`config.mk`:
```
export PLATFORM = sky130hd
export DESIGN_NAME = fetch_sequencer
export DESIGN_NICKNAME = d
export VERILOG_FILES = /design/src/rtl/seq_pkg.sv /design/src/rtl/seq_watchdog.sv /design/src/rtl/fetch_sequencer.sv
export SDC_FILE = /design/constraint.sdc
export NUM_CORES = 1
export LEC_CHECK = 0
export ABC_AREA = 0
export CORE_AREA = 2 2 65 67
export CTS_CLUSTER_SIZE = 40
export DETAILED_ROUTE_END_ITERATION = 12
export DIE_AREA = 0 0 67 69
export HOLD_SLACK_MARGIN = 0.1
export PLACE_DENSITY = 0.82
export SLEW_MARGIN = 10
export SYNTH_ARGS = -nofsm -noshare
export SYNTH_HDL_FRONTEND = slang
export SYNTH_SLANG_ARGS = --single-unit
export TNS_END_PERCENT = 50
```
`constraint.sdc`:
```
create_clock -name clk -period 4.9 [get_ports clk]
set_clock_uncertainty 0.1 [all_clocks]
set_input_delay 0.98 -clock clk [delete_from_list [all_inputs] [get_ports clk]]
set_output_delay 0.98 -clock clk [all_outputs]
set_load 0.005 [all_outputs]
```
`src/rtl/seq_pkg.sv`:
```
// Shared types and constants for the fetch/issue/wait program sequencer.
// No logic here: state encoding, instruction-count width, default halt opcode.
package seq_pkg;

  localparam int          INSTR_CNT_W       = 8;
  localparam logic [15:0] DEFAULT_HALT_WORD = 16'hFFFF;

  typedef enum logic [2:0] {
    S_IDLE  = 3'd0,
    S_FETCH = 3'd1,
    S_LATCH = 3'd2,
    S_ISSUE = 3'd3,
    S_EXEC  = 3'd4,
    S_NEXT  = 3'd5,
    S_PAUSE = 3'd6,
    S_HALT  = 3'd7
  } seq_state_t;

  // Parked states wait for start; every other state is mid-instruction.
  function automatic logic is_busy_state(input seq_state_t s);
    return !(s inside {S_IDLE, S_PAUSE, S_HALT});
  endfunction

endpackage

```
`src/rtl/seq_watchdog.sv`:
```
// Counts EXEC cycles since the last issue; expired flags the TIMEOUT-th one.
// expired is combinational from the count and enable; clear has priority over counting.
module seq_watchdog #(
  parameter int TIMEOUT = 64
) (
  input  logic clk,
  input  logic reset_n,
  input  logic clear,
  input  logic enable,
  output logic expired
);

  localparam int CNT_W = $clog2(TIMEOUT + 1);

  logic [CNT_W-1:0] cnt;

  always_ff @(posedge clk) begin
    if (!reset_n || clear) begin
      cnt <= '0;
    end else if (enable && (cnt != CNT_W'(TIMEOUT))) begin
      cnt <= cnt + 1'b1;
    end
  end

  // cnt holds completed EXEC cycles, so the current cycle is number cnt+1.
  assign expired = enable && (cnt == CNT_W'(TIMEOUT - 1));

endmodule

```
`src/rtl/fetch_sequencer.sv`:
```
// Program sequencer: fetch a word, latch it onto din, pulse run, wait for cu_done.
// run follows start by 3 cycles; the next fetch waits on cu_done (watchdog-bounded).
module fetch_sequencer
  import seq_pkg::*;
#(
  parameter int                ADDR_W    = 5,
  parameter int                DATA_W    = 16,
  parameter int                PROG_LEN  = 32,
  parameter logic [DATA_W-1:0] HALT_WORD = DATA_W'(DEFAULT_HALT_WORD),
  parameter int                TIMEOUT   = 64
) (
  input  logic                   clk,
  input  logic                   reset_n,
  input  logic                   start,
  input  logic                   step_mode,
  output logic [ADDR_W-1:0]      mem_addr,
  input  logic [DATA_W-1:0]      mem_q,
  output logic [DATA_W-1:0]      din,
  output logic                   run,
  input  logic                   cu_done,
  output logic                   busy,
  output logic                   halted,
  output logic                   fault,
  output logic [INSTR_CNT_W-1:0] instr_count
);

  localparam logic [ADDR_W-1:0] LAST_ADDR = ADDR_W'(PROG_LEN - 1);

  seq_state_t        state;
  seq_state_t        state_nxt;
  logic [ADDR_W-1:0] pc;
  logic              wd_expired;

  seq_watchdog #(
    .TIMEOUT (TIMEOUT)
  ) u_watchdog (
    .clk     (clk),
    .reset_n (reset_n),
    .clear   (state == S_ISSUE),
    .enable  (state == S_EXEC),
    .expired (wd_expired)
  );

  always_comb begin
    state_nxt = state;
    case (state)
      S_IDLE, S_PAUSE, S_HALT: if (start) state_nxt = S_FETCH;
      S_FETCH: state_nxt = S_LATCH;
      S_LATCH: state_nxt = (mem_q == HALT_WORD) ? S_HALT : S_ISSUE;
      S_ISSUE: state_nxt = S_EXEC;
      // A done arriving on the last allowed cycle beats the watchdog.
      S_EXEC: begin
        if (cu_done)         state_nxt = S_NEXT;
        else if (wd_expired) state_nxt = S_HALT;
      end
      S_NEXT:  state_nxt = step_mode ? S_PAUSE : S_FETCH;
      default: state_nxt = S_IDLE;
    endcase
  end

  always_ff @(posedge clk) begin
    if (!reset_n) begin
      state       <= S_IDLE;
      pc          <= '0;
      din         <= '0;
      instr_count <= '0;
      fault       <= 1'b0;
      run         <= 1'b0;
      busy        <= 1'b0;
      halted      <= 1'b0;
    end else begin
      state  <= state_nxt;
      // Status flags are decoded from the next state so they are true flops.
      run    <= (state_nxt == S_ISSUE);
      busy   <= is_busy_state(state_nxt);
      halted <= (state_nxt == S_HALT);
      case (state)
        S_IDLE, S_HALT: begin
          if (start) begin
            pc          <= '0;
            instr_count <= '0;
            fault       <= 1'b0;
          end
        end
        S_LATCH: begin
          if (mem_q != HALT_WORD) din <= mem_q;
        end
        S_EXEC: begin
          if (!cu_done && wd_expired) fault <= 1'b1;
        end
        S_NEXT: begin
          if (instr_count != '1) instr_count <= instr_count + 1'b1;
          pc <= (pc == LAST_ADDR) ? '0 : pc + 1'b1;
        end
        default: ;
      endcase
    end
  end

  assign mem_addr = pc;

endmodule

```
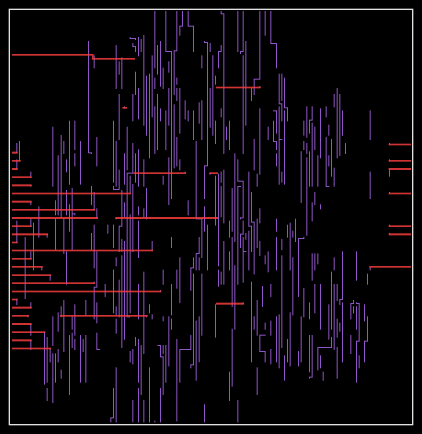
run_1/wires.png
Drawn at 6 px/micron. Only two layers are drawn.
metal 3: marked red, wire length 268 microns. metal 2: marked purple, wire length 1920 microns.
total length of routed wires: 4030 microns
drt wl/cell: 12.6 microns
Global Route Usage Sum: 18.7%
vias: 1686

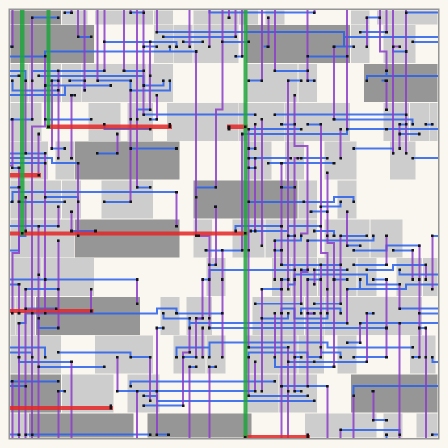
run_1/detail.png
Region (18, 20) to (48, 50) microns. Cells in gray, sequential cells in the stronger gray; small squares are vias.
metal 1: marked blue. metal 4: marked green. metal 2: marked purple. metal 3: marked red.
77 logic cells have their middle in the window. Netlist names of flops here include din (3), instr_count (2), state (2). Most frequent: nor2_1 (12), dfxtp_1 (10), nand2_1 (7). Sequential cells in the window: 10.

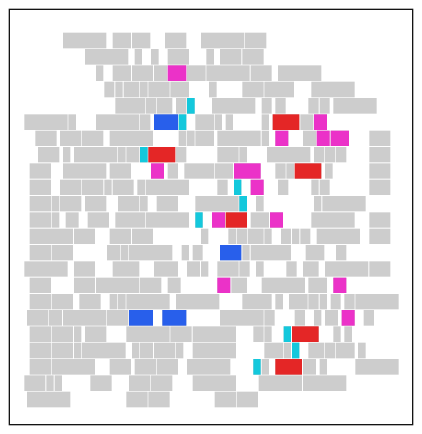
run_1/logic_types.png
Drawn at 6 px/micron.
adder and majority cells: marked red, cells 6, most used ha_1. AND-OR and OR-AND gates: marked blue, cells 4, most used o221a_2. AND and OR gates: marked magenta, cells 13, most used or3_1. inverters: marked cyan, cells 9, most used inv_1.

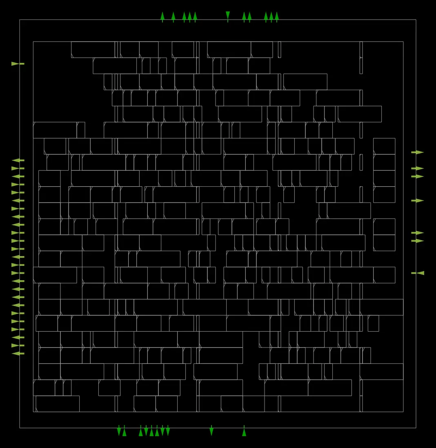
run_1/placement.png
fraction of area in registers: 33.6%
final std cells w/o fill: 319

==> results.toml, run 1 <==
# yosys + openroad results
[outcome]
status = "finished clean"

[layout]
final_cell_mix = "53 x clkdlybuf4s50_1, 43 x dfxtp_1, 37 x nor2_1"
clkbuf_count = 7
final_util_pct = 65.5
insertedDiodeCount = 0
top_register = "din"
flop_area_sq_um = 861
largest_reg_flops = 16
inv_count = 9
drive_gt1_share_pct = 5.95
flop-count = 43
area_growth_pct = 33.5
clkCellAreaFrac_pct = 3.17
largest_class = "combinational gates"
final_nets = 294
signal_buffers = 53
stdcell_area_sq_um = 2560
nonClkBufAreaFrac_pct = 20.7
final_common_cell = "clkdlybuf4s50_1"
comb_share_pct = 38.8
fill_cells = 342

[hold_path]
holdCritPathClass = "reg2reg"
hold_depth = 2
whs_endpoint = "fault"
hp-start = "fault"

[power]
top_power_group = "sequential cells"
p_comb_mw = 0.137
finalPower_mw = 0.739
pwr-share-comb_pct = 18.6
powerDensity_nw_per_um2 = 288
ir_worst_vdd_uv = 185
switching_power_mw = 0.198
internal-power_mw = 0.542
switching_share_pct = 26.7
seqPwrFrac_pct = 52.2
pwr-share-clk_pct = 29.2
p_leak_nw = 0.885
pg_seq_mw = 0.386
pg_clk_mw = 0.216

[sta]
fmax_mhz = 407
rsz0062_at_grt = "no"
post-route-period-util_pct = 50.1
min_period_ps = 2460
worst_slack_ps = 2440
slew_headroom_pct = 51.1
timing.hold.ws_ps = 395
drv_slew = 0
worstMarginPinSlew_ps = 732
hold_viol = 0
tns_ps = 0

[drt]
drt_iter0_drc = 68
drc_errors = 0
wl_met2_microns = 1920
first_pass_iters = 4
ant_nets = 0
met3WireLength_microns = 267
vias_per_cell = 5.29
routedLengthMet1_microns = 1770

[worst_setup_path]
worst-r2r-cell-count = 5
cp.arrival_ps = 2520
crit_cells = 6
rrSetupSlack_ps = 2870
critPathTopFamily = "simple AND/OR/NAND/NOR gates"
slowest_delay_ps = 480
endpoint_kind = "flip-flop"
r2r_end = "busy"
reg2reg_from = "state[2]"
critPathLaunch = "mem_q[7]"
cp-endpoint = "busy"
cp_max_fo = 5
crit_type = "in2reg"
cp-start-kind = "input port"
cp.required_ps = 4960

[run]
warning_count = 27
max_cap_violations = 0

[placed_design]
gp_congestion = 0.771
dpl-instance-area_sq_um = 2480
dp_cells = 311
place_ws_ps = 2110
hpwl_microns = 3000

[logic_synthesis]
topCellsByArea = "dfxtp_1 45%, mux2i_1 7.3%, nor2_1 7.2%, ha_1 3.3%, xnor2_1 3.2%"
synth_area_sq_um = 1920
ys_sh_simple_pct = 25.3
edf_count = 0
ys_ff = 43
synth_seq_share_pct = 44.8
synthAoiAreaFrac_pct = 11.3
ys_warn_count = 0
synth.most_common_cell = "dfxtp_1"
adder_share_pct = 3.78
synth_cell_types = 44
yosys.area.top_type_share_pct = 44.8
yosys_cells = 213
ys_sh_mux_pct = 7.30
syn-num-nets = 239
ys_sh_xor_pct = 4.10
synth_cells = 213
async_flop_share_pct = 0
ys_chip_area_sq_um = 1920
yosys-top-cells-count = "43 x dfxtp_1, 37 x nor2_1, 15 x nand2_1, 14 x mux2i_1, 12 x a21oi_1"

[clocking]
clk-insertion-delay-late_ps = 290
cts_tree = "yes"
cts.sinks = 43
clkTransAtPathRegs_ps = 80
post_cts_resized = 0
clockBufferDepth = 2
h-tree-depth = 2
numCtsBuffers = 5
root_buffer = "clkbuf_8"

[die]
num_tap_cells = 50
io_pins = 54
die_h_microns = 69
fp.dieW_microns = 67
die-area_sq_um = 4620
rows = 23
coreArea_sq_um = 3910

[grt]
gr-total-overflow = 0
grt_busiest_layer = "met2"
antenna_found_initial = 0
met3_usage_pct = 6.20
grt_pass1_wl_microns = 6740
grt_pass1_vias = 1596
==> inputs of run 2 (changes only) <==
- CORE_AREA: 2 2 65 67 -> 2 2 67 69
- DIE_AREA: 0 0 67 69 -> 0 0 69 71
- PLACE_DENSITY: 0.82 -> 0.78
- clock period: 4.9 -> 2.5 ns (I/O delays scaled with it)
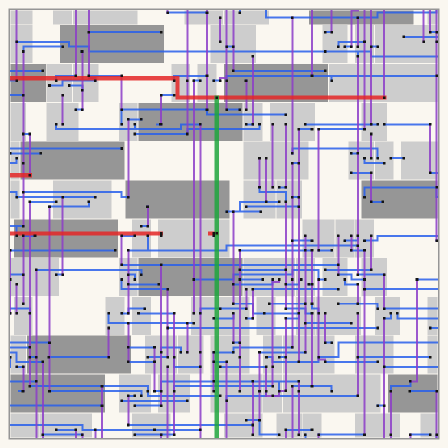
run_2/detail.png
Region (20, 20) to (50, 50) microns. Cells in gray, sequential cells in the stronger gray; small squares are vias.
metal 3: marked red. metal 2: marked purple. metal 1: marked blue. metal 4: marked green.
70 logic cells have their middle in the window. Netlist names of flops here include din (3), state (3), instr_count (2). Sequential cells in the window: 10. Most frequent: nor2_1 (10), dfxtp_1 (10), nand2_1 (7).

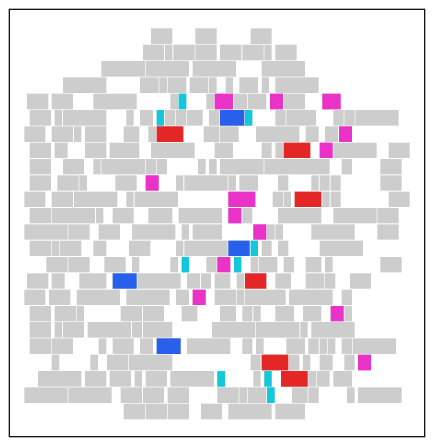
run_2/logic_types.png
Drawn at 6 px/micron.
final std cells w/o fill: 324
Comb/total area: 38.0%
most numerous logic cell after layout: clkdlybuf4s50_1

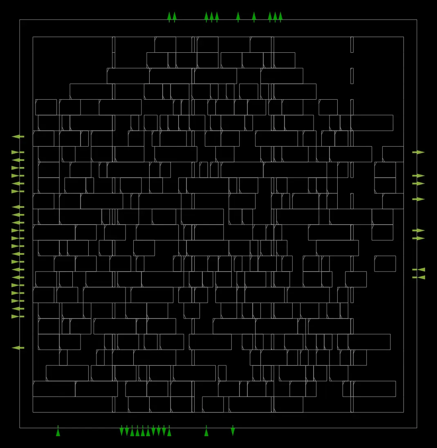
run_2/placement.png
flip-flops: 43
fraction of area in registers: 32.9%

==> run 2 against run 1 <==
Critical path depth stayed put. Global-route usage decreased by 0.98 points. First-iteration DRC count shrank 31%. Total power up 110%. Critical path type unchanged. Critical endpoint unchanged. Largest power group unchanged. Highest routed layer unchanged.
==> results.toml, run 2 <==
# yosys + openroad results
[outcome]
status = "finished clean"

[worst_setup_path]
crit_cells = 6
critPathTopFamily = "simple AND/OR/NAND/NOR gates"
r2r_end = "din[11]"
cp_max_fo = 5
endpoint_kind = "flip-flop"
cp-start-kind = "input port"
rrSetupSlack_ps = 640
cp.required_ps = 2570
worst-r2r-cell-count = 4
cp.arrival_ps = 2110
slowest_delay_ps = 490

[hold_path]
hold_depth = 2
whs_endpoint = "fault"
holdCritPathClass = "reg2reg"
hp-start = "fault"

[drt]
first_pass_iters = 4
wl_met2_microns = 1880
met3WireLength_microns = 240
routedLengthMet1_microns = 1880
vias_per_cell = 5.13
ant_nets = 0
drc_errors = 0
drt_iter0_drc = 47
num_vias = 1662

[logic_synthesis]
synth_seq_share_pct = 44.8
synthAoiAreaFrac_pct = 11.3
synth_area_sq_um = 1920
ys_ff = 43
yosys.area.top_type_share_pct = 44.8
async_flop_share_pct = 0
ys_sh_simple_pct = 25.3
ys_sh_xor_pct = 4.10
topCellsByArea = "dfxtp_1 45%, mux2i_1 7.3%, nor2_1 7.2%, ha_1 3.3%, xnor2_1 3.2%"
edf_count = 0
ys_chip_area_sq_um = 1920
ys_warn_count = 0
synth_cell_types = 44
yosys-top-cells-count = "43 x dfxtp_1, 37 x nor2_1, 15 x nand2_1, 14 x mux2i_1, 12 x a21oi_1"
syn-num-nets = 239
ys_sh_mux_pct = 7.30
adder_share_pct = 3.78
synth_cells = 213

[sta]
slew_headroom_pct = 63.7
worstMarginPinSlew_ps = 543
min_period_ps = 2040
fmax_mhz = 490
tns_ps = 0
rsz0062_at_grt = "no"
timing.hold.ws_ps = 396
hold_viol = 0
worst_slack_ps = 458
post-route-period-util_pct = 81.7
drv_slew = 0

[power]
finalPower_mw = 1.57
p_comb_mw = 0.270
seqPwrFrac_pct = 48.1
switching_share_pct = 25.9
powerDensity_nw_per_um2 = 600
pg_clk_mw = 0.546
pg_seq_mw = 0.756
ir_worst_vdd_uv = 332
top_power_group = "sequential cells"
switching_power_mw = 0.408
internal-power_mw = 1.16
pwr-share-comb_pct = 17.2

[layout]
final_cell_mix = "53 x clkdlybuf4s50_1, 43 x dfxtp_1, 37 x nor2_1"
insertedDiodeCount = 0
clkCellAreaFrac_pct = 4.30
clkbuf_count = 5
drive_gt1_share_pct = 7.72
inv_count = 9
nonClkBufAreaFrac_pct = 21.1
final_nets = 297
stdcell_area_sq_um = 2620
final_util_pct = 62.3
largest_reg_flops = 16
signal_buffers = 56
area_growth_pct = 36.4

[die]
num_tap_cells = 52
io_pins = 54
die_h_microns = 71
coreArea_sq_um = 4200
die-area_sq_um = 4900

[grt]
met3_usage_pct = 5.98
antenna_found_initial = 0
grt_busiest_layer = "met2"
grt_pass1_wl_microns = 6930
grt_pass1_vias = 1588

[run]
max_cap_violations = 0
warning_count = 27

[clocking]
clockBufferDepth = 2
root_buffer = "clkbuf_8"
clkTransAtPathRegs_ps = 90
post_cts_resized = 0
clk-insertion-delay-late_ps = 300
h-tree-depth = 2
numCtsBuffers = 5

[placed_design]
gp_congestion = 0.788
place_ws_ps = 160
Power and IR drop assume default switching activity.
